===== config.mk =====
export PLATFORM = sky130hd
export DESIGN_NAME = kernel_coef_bank
export DESIGN_NICKNAME = d
export VERILOG_FILES = /design/src/rtl/kernel_coef_bank.sv
export SDC_FILE = /design/constraint.sdc
export NUM_CORES = 1
export LEC_CHECK = 0
export CAP_MARGIN = 40
export CORE_AREA = 2 2 322 324
export DETAILED_ROUTE_END_ITERATION = 10
export DIE_AREA = 0 0 324 326
export MAX_ROUTING_LAYER = met4
export PLACE_DENSITY = 0.51
export SKIP_CTS_REPAIR_TIMING = 1
export SLEW_MARGIN = 20
export SYNTH_ARGS = -nofsm -noshare
export SYNTH_HDL_FRONTEND = slang
export SYNTH_SLANG_ARGS = --single-unit
export TNS_END_PERCENT = 1

===== constraint.sdc =====
create_clock -name clk -period 4.4 [get_ports clk]
set_input_delay 0.88 -clock clk [delete_from_list [all_inputs] [get_ports clk]]
set_output_delay 0.88 -clock clk [all_outputs]
set_load 0.01 [all_outputs]

===== src/rtl/kernel_coef_bank.sv =====
// kernel_coef_bank
//
// Multi-bank, host-writable store of convolution kernel coefficients for the
// D8M video filter path. It holds NBANK kernels of 5x5 coefficients each.
// Bank 0 powers up holding the 5x5 Gaussian kernel and the other banks power
// up as zero. On an accepted start, one bank is streamed over a valid/ready
// interface in raster order, either as the full 5x5 kernel or as its centre
// 3x3 window.
//
// Configuration macro: COEF_SUM_EN. When it is defined, a running sum of the
// streamed coefficients is presented on sum_out/sum_valid. When it is not
// defined, both outputs are tied to 0.
//
// Ports:
//   clk, rst_n        clock (rising edge) and asynchronous active-low reset
//   wr_en/wr_bank/    host write port; the write lands one cycle later
//   wr_addr/wr_data   (wr_addr = row*5+col)
//   wr_err            one-cycle pulse when a write was dropped
//   start/rd_bank/    stream request; rd_bank and ksize are latched when the
//   ksize             start is accepted (ksize: 0 = 3x3 centre, 1 = 5x5)
//   busy              high from an accepted start until the final handshake
//   coef_valid/ready  output handshake
//   coef_data/row/col coefficient and its kernel-relative position
//   coef_last         marks the final coefficient of the kernel
//   sum_out/sum_valid sum of the streamed kernel (COEF_SUM_EN builds only)
module kernel_coef_bank #(
  parameter  int COEF_W = 8,
  parameter  int NBANK  = 4,
  localparam int BANK_W = $clog2(NBANK)
) (
  input  logic              clk,
  input  logic              rst_n,
  input  logic              wr_en,
  input  logic [BANK_W-1:0] wr_bank,
  input  logic [4:0]        wr_addr,
  input  logic [COEF_W-1:0] wr_data,
  output logic              wr_err,
  input  logic              start,
  input  logic [BANK_W-1:0] rd_bank,
  input  logic              ksize,
  output logic              busy,
  output logic              coef_valid,
  input  logic              coef_ready,
  output logic [COEF_W-1:0] coef_data,
  output logic [2:0]        coef_row,
  output logic [2:0]        coef_col,
  output logic              coef_last,
  output logic [COEF_W+4:0] sum_out,
  output logic              sum_valid
);

  localparam int MEM_W = NBANK * 25 * COEF_W;
  localparam int AW    = $clog2(MEM_W);

  typedef enum logic {IDLE, RUN} state_e;

  // The Gaussian weight depends only on the distance from the kernel centre.
  function automatic int gauss_coef(input int a);
    int dr;
    int dc;
    dr = a / 5 - 2;
    dc = a % 5 - 2;
    if (dr < 0) dr = -dr;
    if (dc < 0) dc = -dc;
    case (dr * 3 + dc)
      0:       return 32;
      1:       return 19;
      2:       return 4;
      3:       return 19;
      4:       return 12;
      5:       return 3;
      6:       return 4;
      7:       return 3;
      default: return 1;
    endcase
  endfunction

  function automatic logic [MEM_W-1:0] mem_init();
    logic [MEM_W-1:0] m;
    m = '0;
    for (int a = 0; a < 25; a++) m[a*COEF_W +: COEF_W] = COEF_W'(gauss_coef(a));
    return m;
  endfunction

  // Flat coefficient store. Word (bank*25 + addr) sits at bit offset
  // (bank*25 + addr)*COEF_W.
  logic [MEM_W-1:0] mem_q = mem_init();

  state_e            state_q, state_d;
  logic [BANK_W-1:0] bank_q, bank_d;
  logic              ksize_q, ksize_d;
  logic [4:0]        idx_q, idx_d;
  logic [2:0]        r_q, r_d;
  logic [2:0]        c_q, c_d;
  logic              valid_q, valid_d;
  logic [COEF_W-1:0] data_q, data_d;
  logic [2:0]        row_q, row_d;
  logic [2:0]        col_q, col_d;
  logic              last_q, last_d;
  logic              wr_err_q, wr_err_d;

  logic              hs;
  logic              advance;
  logic              start_acc;
  logic [4:0]        n_len;
  logic [2:0]        dim_m1;
  logic [4:0]        r5, c5, rd_addr;
  logic [AW-1:0]     rd_base, wr_base;
  logic              wr_drop;
  logic              wr_ok;

  assign busy      = (state_q == RUN);
  assign start_acc = (state_q == IDLE) & start;
  assign hs        = valid_q & coef_ready;
  assign n_len     = ksize_q ? 5'd25 : 5'd9;
  assign dim_m1    = ksize_q ? 3'd4 : 3'd2;
  assign advance   = busy & (idx_q < n_len) & (~valid_q | coef_ready);

  // r/c are kernel-relative. The 3x3 window is offset by one row and one
  // column into the 5x5 storage.
  assign r5      = {2'b00, r_q};
  assign c5      = {2'b00, c_q};
  assign rd_addr = ksize_q ? (r5 * 5'd5 + c5) : ((r5 + 5'd1) * 5'd5 + c5 + 5'd1);
  assign rd_base = AW'((int'(bank_q) * 25 + int'(rd_addr)) * COEF_W);
  assign wr_base = AW'((int'(wr_bank) * 25 + int'(wr_addr)) * COEF_W);

  // The bank being streamed is write-protected so the kernel cannot change
  // under the MAC array mid-stream.
  assign wr_drop = (wr_addr > 5'd24) | (busy & (wr_bank == bank_q));
  assign wr_ok   = wr_en & ~wr_drop;

  always_comb begin
    // NOTE: every _d takes its _q value first, so any path that leaves it
    // untouched holds state instead of inferring a latch.
    state_d  = state_q;
    bank_d   = bank_q;
    ksize_d  = ksize_q;
    idx_d    = idx_q;
    r_d      = r_q;
    c_d      = c_q;
    valid_d  = valid_q;
    data_d   = data_q;
    row_d    = row_q;
    col_d    = col_q;
    last_d   = last_q;
    wr_err_d = wr_en & wr_drop;

    case (state_q)
      IDLE: begin
        if (start) begin
          state_d = RUN;
          bank_d  = rd_bank;
          ksize_d = ksize;
          idx_d   = '0;
          r_d     = '0;
          c_d     = '0;
        end
      end
      RUN: begin
        if (hs && last_q) state_d = IDLE;
        if (advance) begin
          data_d  = mem_q[rd_base +: COEF_W];
          row_d   = r_q;
          col_d   = c_q;
          last_d  = (idx_q == n_len - 5'd1);
          valid_d = 1'b1;
          idx_d   = idx_q + 5'd1;
          if (c_q == dim_m1) begin
            c_d = '0;
            r_d = r_q + 3'd1;
          end else begin
            c_d = c_q + 3'd1;
          end
        end else if (hs) begin
          valid_d = 1'b0;
          last_d  = 1'b0;
        end
      end
      default: state_d = IDLE;
    endcase
  end

  // NOTE: sequential state uses non-blocking assignments only, so every
  // register samples the pre-edge values computed above.
  always_ff @(posedge clk or negedge rst_n) begin
    if (!rst_n) begin
      state_q  <= IDLE;
      bank_q   <= '0;
      ksize_q  <= 1'b0;
      idx_q    <= '0;
      r_q      <= '0;
      c_q      <= '0;
      valid_q  <= 1'b0;
      data_q   <= '0;
      row_q    <= '0;
      col_q    <= '0;
      last_q   <= 1'b0;
      wr_err_q <= 1'b0;
    end else begin
      state_q  <= state_d;
      bank_q   <= bank_d;
      ksize_q  <= ksize_d;
      idx_q    <= idx_d;
      r_q      <= r_d;
      c_q      <= c_d;
      valid_q  <= valid_d;
      data_q   <= data_d;
      row_q    <= row_d;
      col_q    <= col_d;
      last_q   <= last_d;
      wr_err_q <= wr_err_d;
    end
  end

  // NOTE: the store has no reset. Its power-up image comes from the
  // declaration initialiser, and rst_n never disturbs kernel contents.
  always_ff @(posedge clk) begin
    if (wr_ok) mem_q[wr_base +: COEF_W] <= wr_data;
  end

  assign wr_err     = wr_err_q;
  assign coef_valid = valid_q;
  assign coef_data  = data_q;
  assign coef_row   = row_q;
  assign coef_col   = col_q;
  assign coef_last  = last_q;

`ifdef COEF_SUM_EN
  logic [COEF_W+4:0] sum_q;
  logic              sum_valid_q;

  // The accumulator doubles as the output register. It holds the final sum
  // from the cycle after the last handshake until the next accepted start.
  always_ff @(posedge clk or negedge rst_n) begin
    if (!rst_n) begin
      sum_q       <= '0;
      sum_valid_q <= 1'b0;
    end else begin
      sum_valid_q <= hs & last_q;
      if (start_acc)  sum_q <= '0;
      else if (hs)    sum_q <= sum_q + {5'b00000, data_q};
    end
  end

  assign sum_out   = sum_q;
  assign sum_valid = sum_valid_q;
`else
  assign sum_out   = '0;
  assign sum_valid = 1'b0;
`endif

endmodule


==> notes.md, run 1 <==
Numbers from the implementation run.

The net count of the finished layout is 3346. The first global-routing pass estimated 190.4 mm of wire. The count of final hold-check violations is 0. Setup repair after global routing could not meet its margin everywhere. The script logs the ratio of routed vias to standard cells as 5.576. The report puts the cell count of the worst reg-to-reg path at 21.

The relative slew slack is 50.16%. The prevailing logic family in the synthesized netlist is simple AND/OR/NAND/NOR gates. The core region is 102600 µm².

The final estimated routing congestion in global placement is 0.9540. The most common cell in the netlist is sky130_fd_sc_hd__edfxtp_1.

The critical path startpoint is r_q[0]$_DFFE_PN0P_. The insertion delay to the later sink of the worst-skew pair is 0.68 ns. For this design the top-level I/O count stands at 55. Global routing consumed, on the met2 layer, 41.27% of the routing resources.

The share of Yosys cell area claimed by the top area cell type is 62.33%. The share of synthesized cell area in full adder, half adder and majority cells is 1.448%. The die area is 105600 µm². According to the Yosys statistics, the synthesized design has a chip area of 38540 µm². The count of final setup violators is 8.

The worst flop-to-flop path startpoint is r_q[0]$_DFFE_PN0P_. The final worst slack is -0.3530 ns. The detailed router's first-iteration violation count is 2993.

Data arrives at the worst endpoint at 5.31 ns. The synth_stat.txt file lists the number of cells as 2848. Post-route period utilization is reported as 108.0%. After detailed routing, the total wire length is 132.9 mm.

Synthesis instantiated 61 different standard cells from the library. The number of enable-type register cells in the synthesized netlist is 800. After synthesis, the most frequently instantiated cells are sky130_fd_sc_hd__edfxtp_1, sky130_fd_sc_hd__nor2_1, sky130_fd_sc_hd__and3_1. The count of buffers from port buffering is 40.

The count of warning messages emitted by the tools is 30. Timing would allow up to 210.4 MHz. The Yosys step of the flow raised 0 warnings. The peak-usage layer in the global routing report is met2. The count of TritonRoute iterations in the first routing pass is 6.

The area of the mapped netlist is 38540 µm². Per STA, the highest per-stage delay on the worst path measures 0.52 ns. The final reports fail on setup timing.

The share of cells above drive strength 1 is 28.94%. The initial standard-cell utilization of the core is 37.56%. Once synthesis finished, the tally of register bits stood at 832.

The library cell used as clock root buffer is sky130_fd_sc_hd__clkbuf_16. The compound-gate portion of the synthesized area is 2.668%. The met1 demand-to-capacity share in global routing is 33.50%. The type of element launching the critical path is a register.

In the synthesized netlist the async set-or-reset flop fraction comes to 3.846%. The initialized floorplan defines 118 standard-cell rows. The worst setup path is captured at a register.

The clock transition at the registers of the reported paths is 0.06 ns. The OpenROAD report gives the critical path a required time of 4.96 ns. The synthesized area per cell is 13.53 µm².

The clock tree synthesis step divided the H-tree into 3 levels. STA lists the maximum fanout along the critical path as 5. The number of nets with antenna violations after routing is 0. The post-synthesis share of cell area spent on and, or, nand and nor gates is 14.91%. The worst flop-to-flop path endpoint is coef_data[3]$_DFFE_PN0P_. For reference, the mux area share after synthesis is 13.03%. The leading area contributor after synthesis is sky130_fd_sc_hd__edfxtp_1. The TritonCTS clock tree is built. Relative to the synthesized area, the layout overhead comes to 24.60%. Post-synth the commonest register cell is sky130_fd_sc_hd__edfxtp_1. Of the synthesized area, sequential elements account for 64.41%. The slowest stage of the critical path is the sky130_fd_sc_hd__fa_1 cell. The actual transition at the worst max-transition pin is 0.7476 ns.

The critical path is of the reg -> reg type. The cell repeated most along the worst path is sky130_fd_sc_hd__buf_4. For reference, the top cells by area after synthesis are sky130_fd_sc_hd__edfxtp_1, sky130_fd_sc_hd__mux4_2, sky130_fd_sc_hd__nor2_1. CTS reports a maximum clock tree buffer depth of 3. Before CTS, the worst setup slack after placement is -0.7388 ns.

Across the routed clock network, the largest skew measured is 0.03033 ns. met3 track demand over resource after global routing is 4.762%. Counting the buffers created by CTS gives 93. The xor/xnor share of the synthesized area is 0.7044%. The vertical die dimension reported for this design is 326 µm. The die width is 324 µm. The count of pins over their slew limit is 0. The run finished, with violations left. The setup slack of the most critical reg-to-reg path is -0.35 ns. The tree built by TritonCTS fans out to 832 sinks.

The critical path capture point is coef_data[3]$_DFFE_PN0P_. The HPWL after detailed placement is 95.20 mm. The number of antenna violations at the first check in global routing is 6. Subtracting the final worst setup slack from the clock period gives 4.753 ns. The DRC violations left is 0. The maximum number of pins on one net before global-route repair is 46. The number of max-capacitance violations reported is 0. The total congestion overflow after global routing is 0. STA reports the tightest min-delay check as being of type in -> async.

In this run the critical path is formed by ha_4 > xor2_4 > xnor2_2 > ha_1 > ha_1 > a21o_1 > a21oi_2 > xnor2_2 > o21ai_2 > fa_1 > inv_2 > ha_4 > a21boi_2 > a22o_1 > nor2_2 > buf_4 > nand3_1 > buf_4 > a31oi_1 > buf_4 > nor4_1. The number of global-route vias before repair was 27050. After technology mapping, the gate count stands at 2848.
==> run 1: stage by stage <==
| stage | instance area (µm²) | setup TNS, ns | hold slack [ns] | std cells |
|---|---|---|---|---|
| detailed placement | 44390 | -444.96 | 0.4613 | 4555 |
| global route | 48020 | -3.598 | 0.05026 | 4736 |
| CTS | 47470 | -5.106 | 0.3106 | 4723 |
| floorplan | 38640 | -49.66 | 0.5085 | 2861 |
| global placement | 44340 | -482.81 | 0.4572 | 4552 |
| finish | 48020 | -2.387 | 0.06161 | 4736 |
==> run 1: registers in the layout (all words and copies together), names as in the netlist, 2 cells and up <==
name and cells:
r_q 3, c_q 3, coef_row 3, idx_q 5, bank_q 2, coef_data 8
mem_q 800, coef_col 3
==> run 1: metal layers <==
metal,up-vias,part of all wire (%)
li1,11470,-
met1,13540,40
met2,1133,48
met3,265,7.5
met4,0,4.2
met5,-,0
==> run 1: placed cells by master (no fill, tap or decap), types with 9 or more instances in the layout <==
cell / count
sky130_fd_sc_hd__clkdlybuf4s50_1: 31
sky130_fd_sc_hd__ha_1: 30
sky130_fd_sc_hd__nor4_1: 13
sky130_fd_sc_hd__clkbuf_1: 22
sky130_fd_sc_hd__a31oi_1: 13
sky130_fd_sc_hd__nor3_1: 37
sky130_fd_sc_hd__bufinv_16: 12
sky130_fd_sc_hd__nand3_1: 67
sky130_fd_sc_hd__mux2i_1: 43
sky130_fd_sc_hd__mux2_2: 12
sky130_fd_sc_hd__and3_1: 216
sky130_fd_sc_hd__edfxtp_1: 800
sky130_fd_sc_hd__dfrtp_1: 30
sky130_fd_sc_hd__nor3_2: 12
sky130_fd_sc_hd__a21oi_2: 11
sky130_fd_sc_hd__a22oi_1: 9
sky130_fd_sc_hd__clkinv_1: 16
sky130_fd_sc_hd__o21ai_0: 24
sky130_fd_sc_hd__xnor2_1: 11
sky130_fd_sc_hd__nand2_1: 159
sky130_fd_sc_hd__a21oi_1: 21
sky130_fd_sc_hd__nand4_1: 22
sky130_fd_sc_hd__conb_1: 14
sky130_fd_sc_hd__buf_12: 58
sky130_fd_sc_hd__inv_1: 29
sky130_fd_sc_hd__nor2_1: 670
sky130_fd_sc_hd__clkbuf_16: 96
sky130_fd_sc_hd__mux4_2: 197
sky130_fd_sc_hd__and2_1: 22
sky130_fd_sc_hd__buf_4: 457
sky130_fd_sc_hd__buf_2: 9
==> run 1: critical path: cells and delay by family (launching register included) <==
kind,cells,cell delay [ns]
AND-OR/OR-AND,6,1.09
XOR/XNOR,3,0.46
adder cells (fa/ha/maj),5,1.53
buffers and inverters,4,0.60
flip-flops,1,0.42
AND/OR/NAND/NOR,3,0.50
==> run 1: logic make-up (layout without fill, tap and decap cells) <==
kind of cell | after synthesis | count (layout)
compound gates | 155 | 155
xor+xnor | 27 | 27
buf+inv | 268 | 762
other cells | 1 | 15
fa+ha+maj | 41 | 41
flops | 832 | 832
mux | 254 | 254
simple gates | 1270 | 1270
==> run 1: area by class of cell <==
class	instances	area (µm²)	share of cell area, %
antenna	1	2.502	0.005211
inverter	30	112.6	0.2345
timing repair buffer	564	5066	10.55
sequential	832	24830	51.69
clock inverter	48	573.1	1.193
clock buffer	120	2501	5.208
tap	1380	1727	3.595
multi-input combinational	1761	13220	27.52
Run 1, placed standard cells:
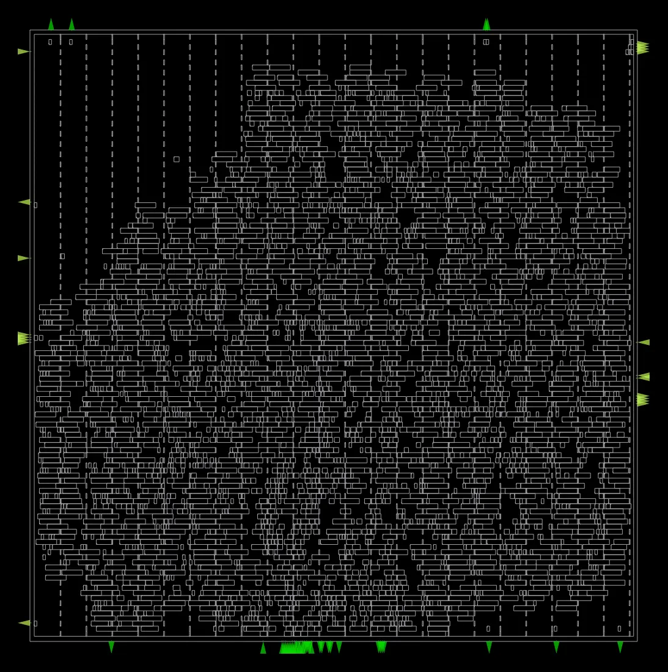
final core utilization: 46.80%
Non-Filler Instances: 4736
proportion of cell area occupied by registers: 51.69%
Filler Cells Inserted: 9185
Flops: 832

Run 1, logic cells by family:
Bar = 100 µm.
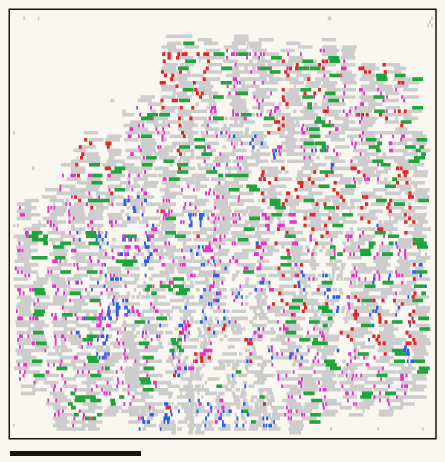
| family | colour | cells |
|---|---|---|
| NAND gates | blue | 262 |
| AND and OR gates | red | 250 |
| multiplexers | green | 254 |
| NOR gates | magenta | 758 |
fraction of standard cell area in multi-input logic: 27.52%
most frequently placed logic cell in the final layout: sky130_fd_sc_hd__edfxtp_1

Run 1, wire density map:
The die is cut into 32 by 33 equal tiles; black is low, pale yellow is high, scaled to the fullest tile. Values are wire area over tile area, all layers added.
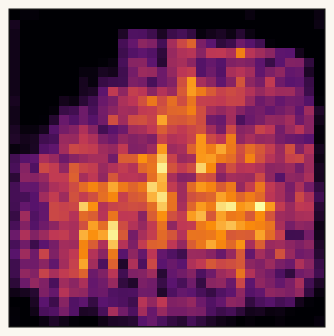
emptiest ninth of the die: north-west
fullest tile: 0.62
densest ninth of the die: centre
mean over tiles: 0.21
WL per Instance: 28.07 µm
detailed-route via count: 26410
global routing usage summed across all routing layers: 26.06%

## Run 2: what changed since run 1
--- a/config.mk
+++ b/config.mk
@@ -5,6 +5,7 @@
 export SDC_FILE = /design/constraint.sdc
 export NUM_CORES = 1
 export LEC_CHECK = 0
+export ABC_CLOCK_PERIOD_IN_PS = 4400
 export CAP_MARGIN = 40
 export CORE_AREA = 2 2 322 324
 export DETAILED_ROUTE_END_ITERATION = 10
Run 2, logic cells by family:
Bar = 100 µm.
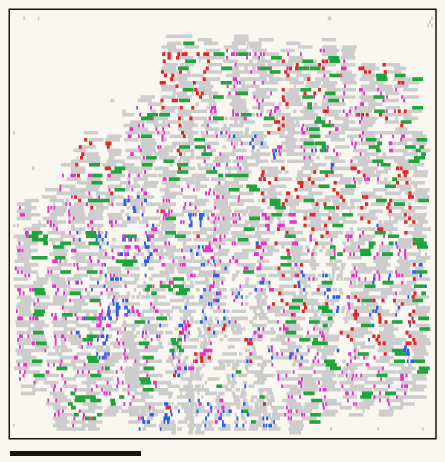

==> run 2 against run 1 <==
  * The run still ends with setup timing left
  * Routed wire length unchanged
  * Utilization unchanged
  * Sequential share of layout area unchanged
  * Final area unchanged
  * Critical path depth unchanged
  * Global-route usage unchanged
==> notes.md, run 2 <==
Numbers from the implementation run.

The run finished, with violations left. The checks that failed: setup timing. Across every metal layer, demand over resource in global routing totals 26.06%. In the final layout, flip-flops and latches occupy 24830 µm². Of all cell types, the one taking the most synthesized area is sky130_fd_sc_hd__edfxtp_1. The relative slew slack is 50.16%. The type recorded for the worst min-delay path is in -> async. The number of global-route vias before repair is 27050. In this run the remaining antenna-violating nets after routing total 0. The share of Yosys cell area claimed by the top area cell type is 62.33%.

From the final report, the count of setup violators was given as 8. Synthesis produced a netlist whose cell count is 2848. The library cell used as clock root buffer is sky130_fd_sc_hd__clkbuf_16. The worst-case reg-to-reg setup slack stands at -0.35 ns.

The area growth from synthesis to final layout is 24.60%. The first global-routing pass estimated 190.4 mm of wire. The synthesis-stage register bit count is 832. The worst setup timing slack at the placement stage is -0.7388 ns. The setup TNS after final layout is -2.387 ns. The critical path contains buffers and inverters numbering 4 combined. Setup repair after global routing could not meet its margin everywhere. Of the cells placed in the final design, the portion with a size suffix greater than 1 is 28.94%. Sequential elements use 64.41% of the synthesized area. After synthesis, the cell types taking the most area are sky130_fd_sc_hd__edfxtp_1, sky130_fd_sc_hd__mux4_2, sky130_fd_sc_hd__nor2_1. Entering global routing, the biggest net connects 46 pins. The data arrival time at the worst-slack endpoint is 5.31 ns. The final estimated routing congestion in global placement is 0.9540. The synthesized area per cell is 13.53 µm². The CTS buffer count is 93. In the final report, the number of pins over their slew limit comes to 0. The total area inside the core boundary comes to 102600 µm². The async set-or-reset flop fraction in the synthesized netlist is 3.846%. After global routing the overflow that remains totals 0. Max-cap violations in this run came to 0. The total wirelength of the detailed-routed design is 132.9 mm. The yosys stat chip area is 38540 µm². The count of final hold-check violations is 0.

The number of warning messages in the yosys log is 0. The type of element launching the critical path is a register. The die width is 324 µm. The number of vias after detailed routing is 26410.

The actual transition at the worst max-transition pin is 0.7476 ns. The kind of end point of the critical path is a register. The cell sequence reported for the critical path is ha_4 > xor2_4 > xnor2_2 > ha_1 > ha_1 > a21o_1 > a21oi_2 > xnor2_2 > o21ai_2 > fa_1 > inv_2 > ha_4 > a21boi_2 > a22o_1 > nor2_2 > buf_4 > nand3_1 > buf_4 > a31oi_1 > buf_4 > nor4_1.

Input and output buffers added on the ports amount to 40. In the layout the commonest cells are sky130_fd_sc_hd__edfxtp_1, sky130_fd_sc_hd__nor2_1, sky130_fd_sc_hd__buf_4. The number of enable-type register cells in the synthesized netlist is 800.

The number of antenna violations at the first check in global routing came to 6. The final timing report gives a worst setup slack of -0.3530 ns. The final core area utilization is 46.80%.

Looking at the reg2reg group, the worst path ends at coef_data[3]$_DFFE_PN0P_. The register with the most flip-flops in the layout has 800 of them. The largest delay contributor family on the critical path is adder cells. The final critical-path share of the clock period is 108.0%. The pre-antenna-repair detailed-routing pass consisted of 6 iterations. The post-detailed-placement cell area is 44390 µm². The longest individual stage delay on the worst path is 0.52 ns.

For the finished layout, the period the worst path requires is 4.753 ns. The primary flip-flop cell chosen by synthesis mapping is sky130_fd_sc_hd__edfxtp_1. TritonCTS built the clock tree. The critical path endpoint has a required time of 4.96 ns.

Once the floorplan was initialized, standard cells occupied 37.56% of the core.

The post-route standard cell area excluding fillers is 48020 µm². Per the CTS log, the buffer count on the longest clock path is 3. The number of cells traversed by the worst register-to-register path is 21. The timing report shows the most common cell along the critical path to be sky130_fd_sc_hd__buf_4. The first routing iteration left 2993 violations.

According to the I/O placement log, the pin count is 55. The script logs the mean routed wire length per placed instance as 28.07 µm. In the synthesized netlist, the cells that appear most often are sky130_fd_sc_hd__edfxtp_1, sky130_fd_sc_hd__nor2_1, sky130_fd_sc_hd__and3_1.
Run 2, layout detail:
Bar = 10 µm. Region (150, 85) to (175, 110) µm. Cells in grey, sequential cells in the stronger grey; small squares are vias.
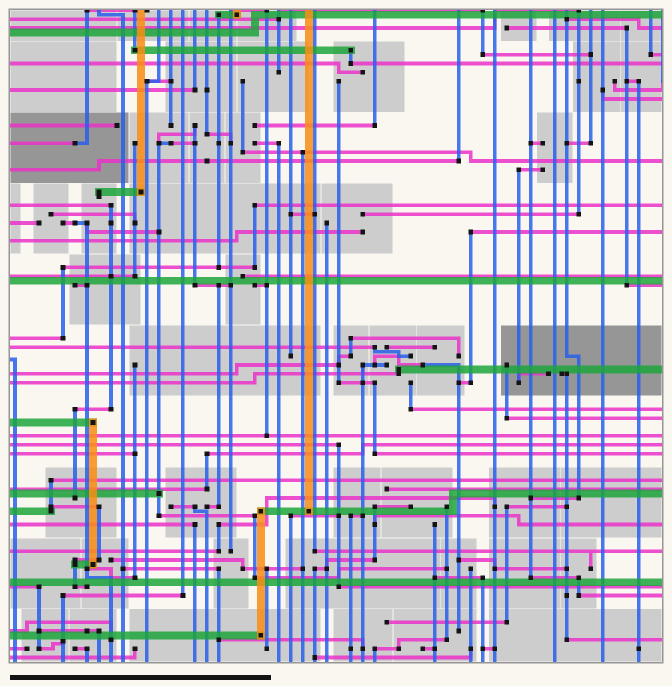
| layer | colour |
|---|---|
| met2 | blue |
| met3 | green |
| met4 | orange |
| met1 | magenta |
netlist names of flops here include: mem_q (1)
cells with their middle in the window: 39
sequential cells in the window: 1
most frequent: buf_4 (10), nand2_1 (7), buf_12 (6)

run 2: metrics by stage:
step / hold WS [ns]
after detailed placement: 0.4613
after CTS: 0.3106
after global routing: 0.05026
after global placement: 0.4572
after floorplan: 0.5085
final: 0.06161
run 2: logic make-up (layout without fill, tap and decap cells):
| kind of cell | Yosys count | count (layout) | share of synthesized area [%] |
|---|---|---|---|
| xor+xnor | 27 | 27 | 0.7044 |
| mux | 254 | 254 | 13.03 |
| other cells | 1 | 15 | 0.009729 |
| simple gates | 1270 | 1270 | 14.91 |
| compound gates | 155 | 155 | 2.668 |
| fa+ha+maj | 41 | 41 | 1.448 |
| buf+inv | 268 | 762 | 2.821 |
| flops | 832 | 832 | 64.41 |
run 2: cell type report:
type,instances,area share (%)
Timing Repair Buffer,564,10.55
Tap cell,1380,3.595
Multi-Input combinational cell,1761,27.52
Clock inverter,48,1.193
Antenna cell,1,0.005211
Clock buffer,120,5.208
Sequential cell,832,51.69
Inverter,30,0.2345
run 2: worst max-delay path by stage:
| stage | endpoint | slack, ns | cells after the start |
|---|---|---|---|
| 6_report | coef_data[3]$_DFFE_PN0P_ | -0.35 | 21 |
| 5_1_grt | coef_data[3]$_DFFE_PN0P_ | -0.46 | 16 |
| 4_1_cts | coef_data[3]$_DFFE_PN0P_ | -0.62 | 21 |
| 3_5_place_dp | mem_q[399]$_DFFE_PP_ | -0.74 | 15 |
| 3_3_place_gp | mem_q[575]$_DFFE_PP_ | -0.89 | 11 |
| 2_1_floorplan | mem_q[328]$_DFFE_PP_ | -0.27 | 10 |
run 2: per-layer routing:
metal  global-route usage (%)  share of wire (%)
met5                        -                  0
met4                    9.551                4.2
met3                    4.762                7.5
met2                    41.27                 48
met1                    33.50                 40
